**Congestion heat map**

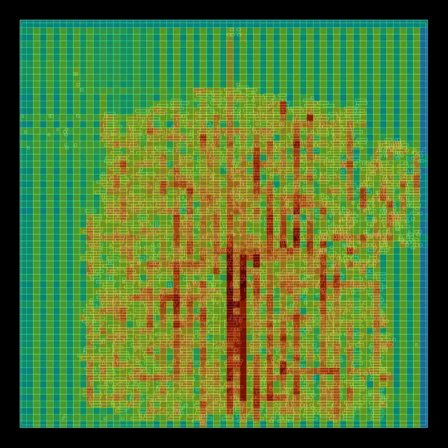
**Zoomed window**

Scale bar: 5 um. Region (201, 285) to (221, 305) um. Cells in gray, sequential cells in the stronger gray; small squares are vias.
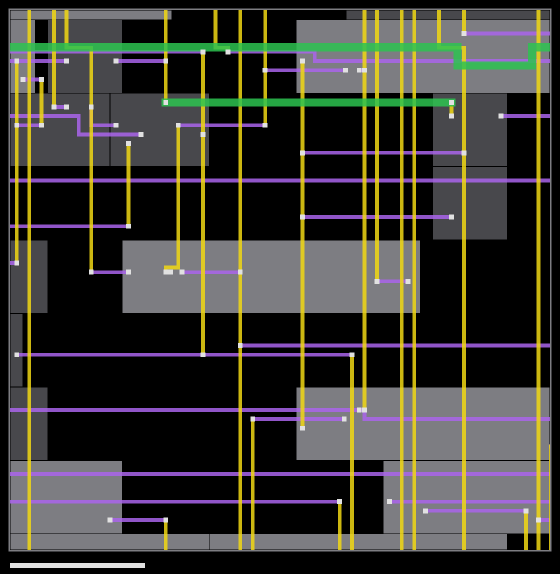
**Register map, names as in the netlist**

Scale bar: 100 um. Other sequential cells in the stronger gray, the rest of the logic in the fainter gray.
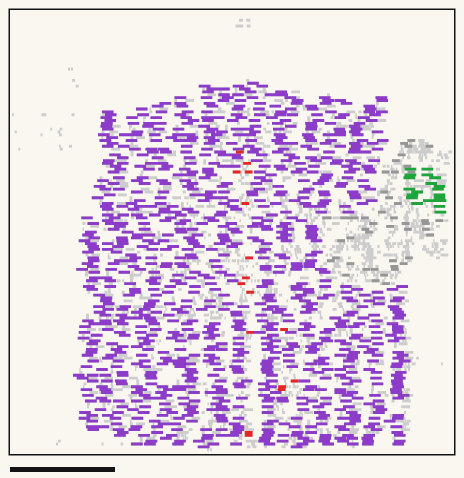
==> src/rtl/mvb_rx_frame_buffer_if.sv <==
// rtl/mvb_rx_frame_buffer_if.sv - MVB receive frame buffer bus; stats signals present under RX_STATS_EN
interface mvb_rx_frame_buffer_if #(
    parameter int ADDR_W = 6
);
    logic [15:0]     word_in;
    logic            word_valid;
    logic            frame_end;
    logic            crc_error;
    logic            rd_en;
    logic [15:0]     rd_data;
    logic            rd_valid;
    logic            frame_avail;
    logic [4:0]      frame_len;
    logic            frame_ok;
    logic            frame_drop;
    logic [ADDR_W:0] free_words;

`ifdef RX_STATS_EN
    logic [7:0]      stat_ok;
    logic [7:0]      stat_crc;
    logic [7:0]      stat_ovf;

    modport master (
        output word_in, word_valid, frame_end, crc_error, rd_en,
        input  rd_data, rd_valid, frame_avail, frame_len, frame_ok, frame_drop, free_words,
        input  stat_ok, stat_crc, stat_ovf
    );

    modport slave (
        input  word_in, word_valid, frame_end, crc_error, rd_en,
        output rd_data, rd_valid, frame_avail, frame_len, frame_ok, frame_drop, free_words,
        output stat_ok, stat_crc, stat_ovf
    );
`else
    modport master (
        output word_in, word_valid, frame_end, crc_error, rd_en,
        input  rd_data, rd_valid, frame_avail, frame_len, frame_ok, frame_drop, free_words
    );

    modport slave (
        input  word_in, word_valid, frame_end, crc_error, rd_en,
        output rd_data, rd_valid, frame_avail, frame_len, frame_ok, frame_drop, free_words
    );
`endif
endinterface

==> src/rtl/mvb_rx_frame_buffer.sv <==
// rtl/mvb_rx_frame_buffer.sv - MVB receive frame buffer; commits good frames to a circular word RAM (optional stats: RX_STATS_EN)
module mvb_rx_frame_buffer #(
    parameter int ADDR_W    = 6,
    parameter int LQ_AW     = 2,
    parameter int MAX_WORDS = 16
) (
    input  logic                 clk_3M,
    input  logic                 rst,
    mvb_rx_frame_buffer_if.slave bus
);
    localparam int              DEPTH    = 1 << ADDR_W;
    localparam int              LQ_DEPTH = 1 << LQ_AW;
    localparam logic [ADDR_W:0] PTR_ONE  = (ADDR_W + 1)'(1);
    localparam logic [ADDR_W:0] DEPTH_W  = (ADDR_W + 1)'(DEPTH);
    localparam logic [LQ_AW:0]  LQ_ONE   = (LQ_AW + 1)'(1);
    localparam logic [4:0]      MAX_CNT  = 5'(MAX_WORDS);

    typedef enum logic [1:0] {
        IDLE  = 2'd0,
        RECV  = 2'd1,
        CHECK = 2'd2
    } state_t;

    state_t state, state_nx;

    // Word storage; contents are meaningless until written, so no reset.
    logic [15:0] ram [DEPTH];

    // Pointers carry one extra wrap bit so that full and empty differ.
    logic [ADDR_W:0] wr_ptr, wr_ptr_nx;
    logic [ADDR_W:0] commit_ptr, commit_ptr_nx;
    logic [ADDR_W:0] rd_ptr;
    logic [ADDR_W:0] used;
    logic            ram_full;

    logic [4:0] wcnt, wcnt_nx;
    logic       bad, bad_nx;
    logic       ovf, ovf_nx;
    logic       bad_final;
    logic       ram_we;
    logic       lq_push;
    logic       ok_nx, drop_nx;

    // Length queue of committed frames, oldest at lq_rd.
    logic [4:0]     lq [LQ_DEPTH];
    logic [LQ_AW:0] lq_wr, lq_rd, lq_count;
    logic           lq_full;
    logic [4:0]     head_len;

    // Read side
    logic [4:0]  rd_cnt;
    logic        rd_fire;
    logic        rd_last;
    logic        frame_avail;
    logic [15:0] rd_data_q;
    logic        rd_valid_q;
    logic        frame_ok_q, frame_drop_q;

    assign used        = wr_ptr - rd_ptr;
    assign ram_full    = used[ADDR_W];
    assign lq_count    = lq_wr - lq_rd;
    assign lq_full     = lq_count[LQ_AW];
    assign frame_avail = (lq_count != '0);
    assign head_len    = lq[lq_rd[LQ_AW-1:0]];
    assign rd_fire     = bus.rd_en && frame_avail;
    assign rd_last     = rd_fire && ((rd_cnt + 5'd1) == head_len);
    assign bad_final   = bad | bus.crc_error;

    // FSM state register and per-frame bookkeeping
    always_ff @(posedge clk_3M) begin
        if (!rst) begin
            state      <= IDLE;
            wr_ptr     <= '0;
            commit_ptr <= '0;
            wcnt       <= '0;
            bad        <= 1'b0;
            ovf        <= 1'b0;
            frame_ok_q   <= 1'b0;
            frame_drop_q <= 1'b0;
        end else begin
            state      <= state_nx;
            wr_ptr     <= wr_ptr_nx;
            commit_ptr <= commit_ptr_nx;
            wcnt       <= wcnt_nx;
            bad        <= bad_nx;
            ovf        <= ovf_nx;
            frame_ok_q   <= ok_nx;
            frame_drop_q <= drop_nx;
        end
    end

    // FSM next state: collect words, then decide commit or discard in CHECK
    always_comb begin
        state_nx      = state;
        wr_ptr_nx     = wr_ptr;
        commit_ptr_nx = commit_ptr;
        wcnt_nx       = wcnt;
        bad_nx        = bad;
        ovf_nx        = ovf;
        ram_we        = 1'b0;
        lq_push       = 1'b0;
        ok_nx         = 1'b0;
        drop_nx       = 1'b0;
        case (state)
            IDLE: begin
                if (bus.word_valid) begin
                    if (ram_full) begin
                        ovf_nx  = 1'b1;
                        wcnt_nx = 5'd0;
                    end else begin
                        ram_we    = 1'b1;
                        wr_ptr_nx = wr_ptr + PTR_ONE;
                        wcnt_nx   = 5'd1;
                    end
                    // A single-word frame may end on its first word.
                    state_nx = bus.frame_end ? CHECK : RECV;
                end
            end
            RECV: begin
                if (bus.crc_error) begin
                    bad_nx = 1'b1;
                end
                if (bus.word_valid) begin
                    if ((wcnt == MAX_CNT) || ram_full) begin
                        ovf_nx = 1'b1;
                    end else begin
                        ram_we    = 1'b1;
                        wr_ptr_nx = wr_ptr + PTR_ONE;
                        wcnt_nx   = wcnt + 5'd1;
                    end
                end
                if (bus.frame_end) begin
                    state_nx = CHECK;
                end
            end
            CHECK: begin
                // crc_error may trail frame_end by a cycle, so it is sampled once more here.
                if (!bad_final && !ovf && !lq_full) begin
                    commit_ptr_nx = wr_ptr;
                    lq_push       = 1'b1;
                    ok_nx         = 1'b1;
                end else begin
                    wr_ptr_nx = commit_ptr;
                    drop_nx   = 1'b1;
                end
                wcnt_nx  = 5'd0;
                bad_nx   = 1'b0;
                ovf_nx   = 1'b0;
                state_nx = IDLE;
            end
            default: begin
                state_nx = IDLE;
            end
        endcase
    end

    // RAM write port
    always_ff @(posedge clk_3M) begin
        if (ram_we) begin
            ram[wr_ptr[ADDR_W-1:0]] <= bus.word_in;
        end
    end

    // Length queue: push on commit, pop when the head frame's last word is read
    always_ff @(posedge clk_3M) begin
        if (!rst) begin
            lq_wr <= '0;
            lq_rd <= '0;
            for (int i = 0; i < LQ_DEPTH; i++) begin
                lq[i] <= 5'd0;
            end
        end else begin
            if (lq_push) begin
                lq[lq_wr[LQ_AW-1:0]] <= wcnt;
                lq_wr <= lq_wr + LQ_ONE;
            end
            if (rd_last) begin
                lq_rd <= lq_rd + LQ_ONE;
            end
        end
    end

    // Read port: registered data, one word per accepted rd_en
    always_ff @(posedge clk_3M) begin
        if (!rst) begin
            rd_ptr     <= '0;
            rd_cnt     <= 5'd0;
            rd_data_q  <= 16'd0;
            rd_valid_q <= 1'b0;
        end else begin
            rd_valid_q <= rd_fire;
            if (rd_fire) begin
                rd_data_q <= ram[rd_ptr[ADDR_W-1:0]];
                rd_ptr    <= rd_ptr + PTR_ONE;
                rd_cnt    <= rd_last ? 5'd0 : rd_cnt + 5'd1;
            end
        end
    end

    assign bus.rd_data     = rd_data_q;
    assign bus.rd_valid    = rd_valid_q;
    assign bus.frame_avail = frame_avail;
    assign bus.frame_len   = frame_avail ? head_len : 5'd0;
    assign bus.frame_ok    = frame_ok_q;
    assign bus.frame_drop  = frame_drop_q;
    assign bus.free_words  = DEPTH_W - used;

`ifdef RX_STATS_EN
    logic [7:0] stat_ok_q, stat_crc_q, stat_ovf_q;

    // Saturating frame counters; a CRC failure outranks an overflow when both apply
    always_ff @(posedge clk_3M) begin
        if (!rst) begin
            stat_ok_q  <= 8'd0;
            stat_crc_q <= 8'd0;
            stat_ovf_q <= 8'd0;
        end else begin
            if (ok_nx && (stat_ok_q != 8'hFF)) begin
                stat_ok_q <= stat_ok_q + 8'd1;
            end
            if (drop_nx && bad_final && (stat_crc_q != 8'hFF)) begin
                stat_crc_q <= stat_crc_q + 8'd1;
            end
            if (drop_nx && !bad_final && (stat_ovf_q != 8'hFF)) begin
                stat_ovf_q <= stat_ovf_q + 8'd1;
            end
        end
    end

    assign bus.stat_ok  = stat_ok_q;
    assign bus.stat_crc = stat_crc_q;
    assign bus.stat_ovf = stat_ovf_q;
`endif

endmodule

==> src/flat_wrapper.sv <==
// flat-port wrapper written by rule: the top's interface ports become plain ports
module mvb_rx_frame_buffer_flat 
#(
    parameter int ADDR_W    = 6,
    parameter int LQ_AW     = 2,
    parameter int MAX_WORDS = 16
)
  (clk_3M, rst, bus_word_in, bus_word_valid, bus_frame_end, bus_crc_error, bus_rd_en, bus_rd_data, bus_rd_valid, bus_frame_avail, bus_frame_len, bus_frame_ok, bus_frame_drop, bus_free_words);
  mvb_rx_frame_buffer_if #(.ADDR_W(ADDR_W)) bus_i ();
  input  logic clk_3M;
  input  logic rst;
  input wire logic [$bits(bus_i.word_in)-1:0] bus_word_in;
  input wire logic [$bits(bus_i.word_valid)-1:0] bus_word_valid;
  input wire logic [$bits(bus_i.frame_end)-1:0] bus_frame_end;
  input wire logic [$bits(bus_i.crc_error)-1:0] bus_crc_error;
  input wire logic [$bits(bus_i.rd_en)-1:0] bus_rd_en;
  output wire logic [$bits(bus_i.rd_data)-1:0] bus_rd_data;
  output wire logic [$bits(bus_i.rd_valid)-1:0] bus_rd_valid;
  output wire logic [$bits(bus_i.frame_avail)-1:0] bus_frame_avail;
  output wire logic [$bits(bus_i.frame_len)-1:0] bus_frame_len;
  output wire logic [$bits(bus_i.frame_ok)-1:0] bus_frame_ok;
  output wire logic [$bits(bus_i.frame_drop)-1:0] bus_frame_drop;
  output wire logic [$bits(bus_i.free_words)-1:0] bus_free_words;
  assign bus_i.word_in = bus_word_in;
  assign bus_i.word_valid = bus_word_valid;
  assign bus_i.frame_end = bus_frame_end;
  assign bus_i.crc_error = bus_crc_error;
  assign bus_i.rd_en = bus_rd_en;
  assign bus_rd_data = bus_i.rd_data;
  assign bus_rd_valid = bus_i.rd_valid;
  assign bus_frame_avail = bus_i.frame_avail;
  assign bus_frame_len = bus_i.frame_len;
  assign bus_frame_ok = bus_i.frame_ok;
  assign bus_frame_drop = bus_i.frame_drop;
  assign bus_free_words = bus_i.free_words;
  mvb_rx_frame_buffer #(.ADDR_W(ADDR_W), .LQ_AW(LQ_AW), .MAX_WORDS(MAX_WORDS)) u_core (.clk_3M(clk_3M), .rst(rst), .bus(bus_i));
endmodule
==> config.mk <==
export PLATFORM = sky130hd
export DESIGN_NAME = mvb_rx_frame_buffer_flat
export DESIGN_NICKNAME = d
export VERILOG_FILES = /design/src/rtl/mvb_rx_frame_buffer_if.sv /design/src/rtl/mvb_rx_frame_buffer.sv /design/src/flat_wrapper.sv
export SDC_FILE = /design/constraint.sdc
export NUM_CORES = 1
export LEC_CHECK = 0
export CORE_MARGIN = 1.5
export CORE_UTILIZATION = 25
export CTS_BUF_LIST = sky130_fd_sc_hd__clkbuf_4
export CTS_CLUSTER_SIZE = 20
export DETAILED_ROUTE_END_ITERATION = 16
export GPL_ROUTABILITY_DRIVEN = 0
export PLACE_DENSITY = 0.43
export SYNTH_ARGS = -nofsm -noshare
export SYNTH_HDL_FRONTEND = slang
export SYNTH_SLANG_ARGS = --single-unit
==> constraint.sdc <==
create_clock -name clk_3M -period 5.2 [get_ports clk_3M]
set_input_delay 0.78 -clock clk_3M [delete_from_list [all_inputs] [get_ports clk_3M]]
set_output_delay 0.78 -clock clk_3M [all_outputs]
set_load 0.01 [all_outputs]
==> results_dict.tcl <==
# collected from the flow reports
set metrics [dict create \
    fp_util 0.252 \
    ys_area_um2 43900 \
    hpwlAfterDp_um 69600 \
    max_cap_violations 0 \
    portBuffers 53 \
    clkPwrFrac 0.410 \
    syn_inst 2302 \
    grt_overflow 0 \
    regToRegSetupSlack_ps 750 \
    timing.final.hold_violations 0 \
    fin_crit_ps 4950 \
    crit_top_cell "inv_1" \
    cts-buffers-inserted 321 \
    async_reset_ff_frac 0 \
    clk_pin_slew_worst_paths_ps 60 \
    ys_top_logic_family "multiplexers" \
    tool_warnings 33 \
    reg2reg_depth 12 \
    combPwrFrac 0.051 \
    grt_pass1_wl_um 173000 \
    finalSetupViolCount 0 \
    yosysSeqAreaShare 0.743 \
    common_cells "edfxtp_1, mux4_2, mux2i_1" \
    slew_headroom 0.295 \
    ys_sh_aoi 0.0358 \
    p_switching_uw 4200 \
    cts_hold_buffers 1 \
    num_vias 23500 \
    most_common_cell "edfxtp_1" \
    clock_skew_ps 72.0 \
    power_sequential_uw 9860 \
    grt_pass1_vias 25100 \
    startpoint_type "flip-flop" \
    syn2layout_area_growth_pct 17.1 \
    edf_count 1044 \
    wl_met1_um 53100 \
    rsz0062_at_grt "no" \
    max_freq_mhz 202 \
    critPathRequiredTime_ps 4420 \
    path_max_fanout 8 \
    dieHeight_um 422 \
    cp_slowest_cell "clkdlybuf4s50_1" \
    yosys_most_used_dff "edfxtp_1" \
    crit_buf_inv 3 \
    critPathKind "reg -> out" \
    path_delay_family "simple AND/OR/NAND/NOR gates" \
    clock_net_power_uw 7520 \
    cp.arrival_ps 4170 \
    ys.flops 1106 \
    h-tree-depth 5 \
    rows 153 \
    vdd_drop_max_mv 0.227 \
    cts-root-buf "clkbuf_4" \
    die_width_um 422 \
    status "completed" \
    reg2reg_from "u_core.wr_ptr[0]" \
    wirelength_um 121000 \
    power_leader "sequential cells" \
    fin_total_pwr_uw 18300 \
    numClockSinks 1106 \
    cp_cell_sequence "inv_1, ha_1, inv_1, fa_1, a21o_1, and3_1, or3_1, nand2_1, xnor2_1, clkdlybuf4s50_1" \
    ys_types 64 \
    ys_cells 2302 \
    drive_above_1_share 0.302 \
    ioPinCount 54 \
    fp.coreArea_um2 174000 \
    top_usage_layer "met2" \
    hold_class "in -> reg" \
    wl_met2_um 57700 \
    p_sw_frac 0.229 \
    min_path_cells 2 \
    final_nets 2713 \
    viasPerCell 4.52 \
    drv_slew 0 \
    use_met2 0.216 \
    crit_path_end "bus_free_words[6]" \
    internal-power_uw 14100 \
    synthMuxAreaShare 0.153 \
    pg_comb_uw 943 \
    fillers 17200 \
    synthesis.area_um2 43900 \
    cts_tree "built" \
    drcViolationCount 0 \
    die_area_um2 178000 \
    timing.hold.ws_ps 212 \
]
-- 'congestion heat map' (at the start) --
GRT Util Overall: 0.135
grt met1 use: 0.175
fraction of met3 tracks used by global routing: 0.0366

-- 'zoomed window' (at the start) --
legend:
  M1:
    color: purple
  M2:
    color: yellow
  M3:
    color: green
sequential cells in the window: 4
cells with their middle in the window: 10
most frequent: clkbuf_4 (5), edfxtp_1 (3)
netlist names of flops here include: u_core.ram (3), u_core.bus.rd_data (1)

-- 'register map, names as in the netlist' (at the start) --
legend:
  u_core.lq:
    color: green
    flops: 20
    where: right middle
  u_core.ram:
    color: purple
    flops: 1024
  u_core.bus.rd_data:
    color: red
    flops: 16
not colored: 46

==> final cells by class <==
| class | instances | area (um2) | share of cell area |
|---|---|---|---|
| Sequential cell | 1106 | 32600 | 0.635 |
| Multi-Input combinational cell | 1046 | 10700 | 0.208 |
| Clock buffer | 445 | 3340 | 0.0650 |
| Tap cell | 2325 | 2910 | 0.0566 |
| Timing Repair Buffer | 171 | 1380 | 0.0269 |
| Clock inverter | 79 | 340 | 0.00663 |
| Inverter | 24 | 90.1 | 0.00175 |
| Antenna cell | 8 | 20.0 | 0.000390 |
==> per-stage QoR <==
step | util | setup slack (ps)
finish | 0.295 | 251
global route | 0.295 | 10.5
CTS | 0.295 | 132
detailed placement | 0.274 | 859
global placement | 0.274 | 957
floorplan | - | 1020
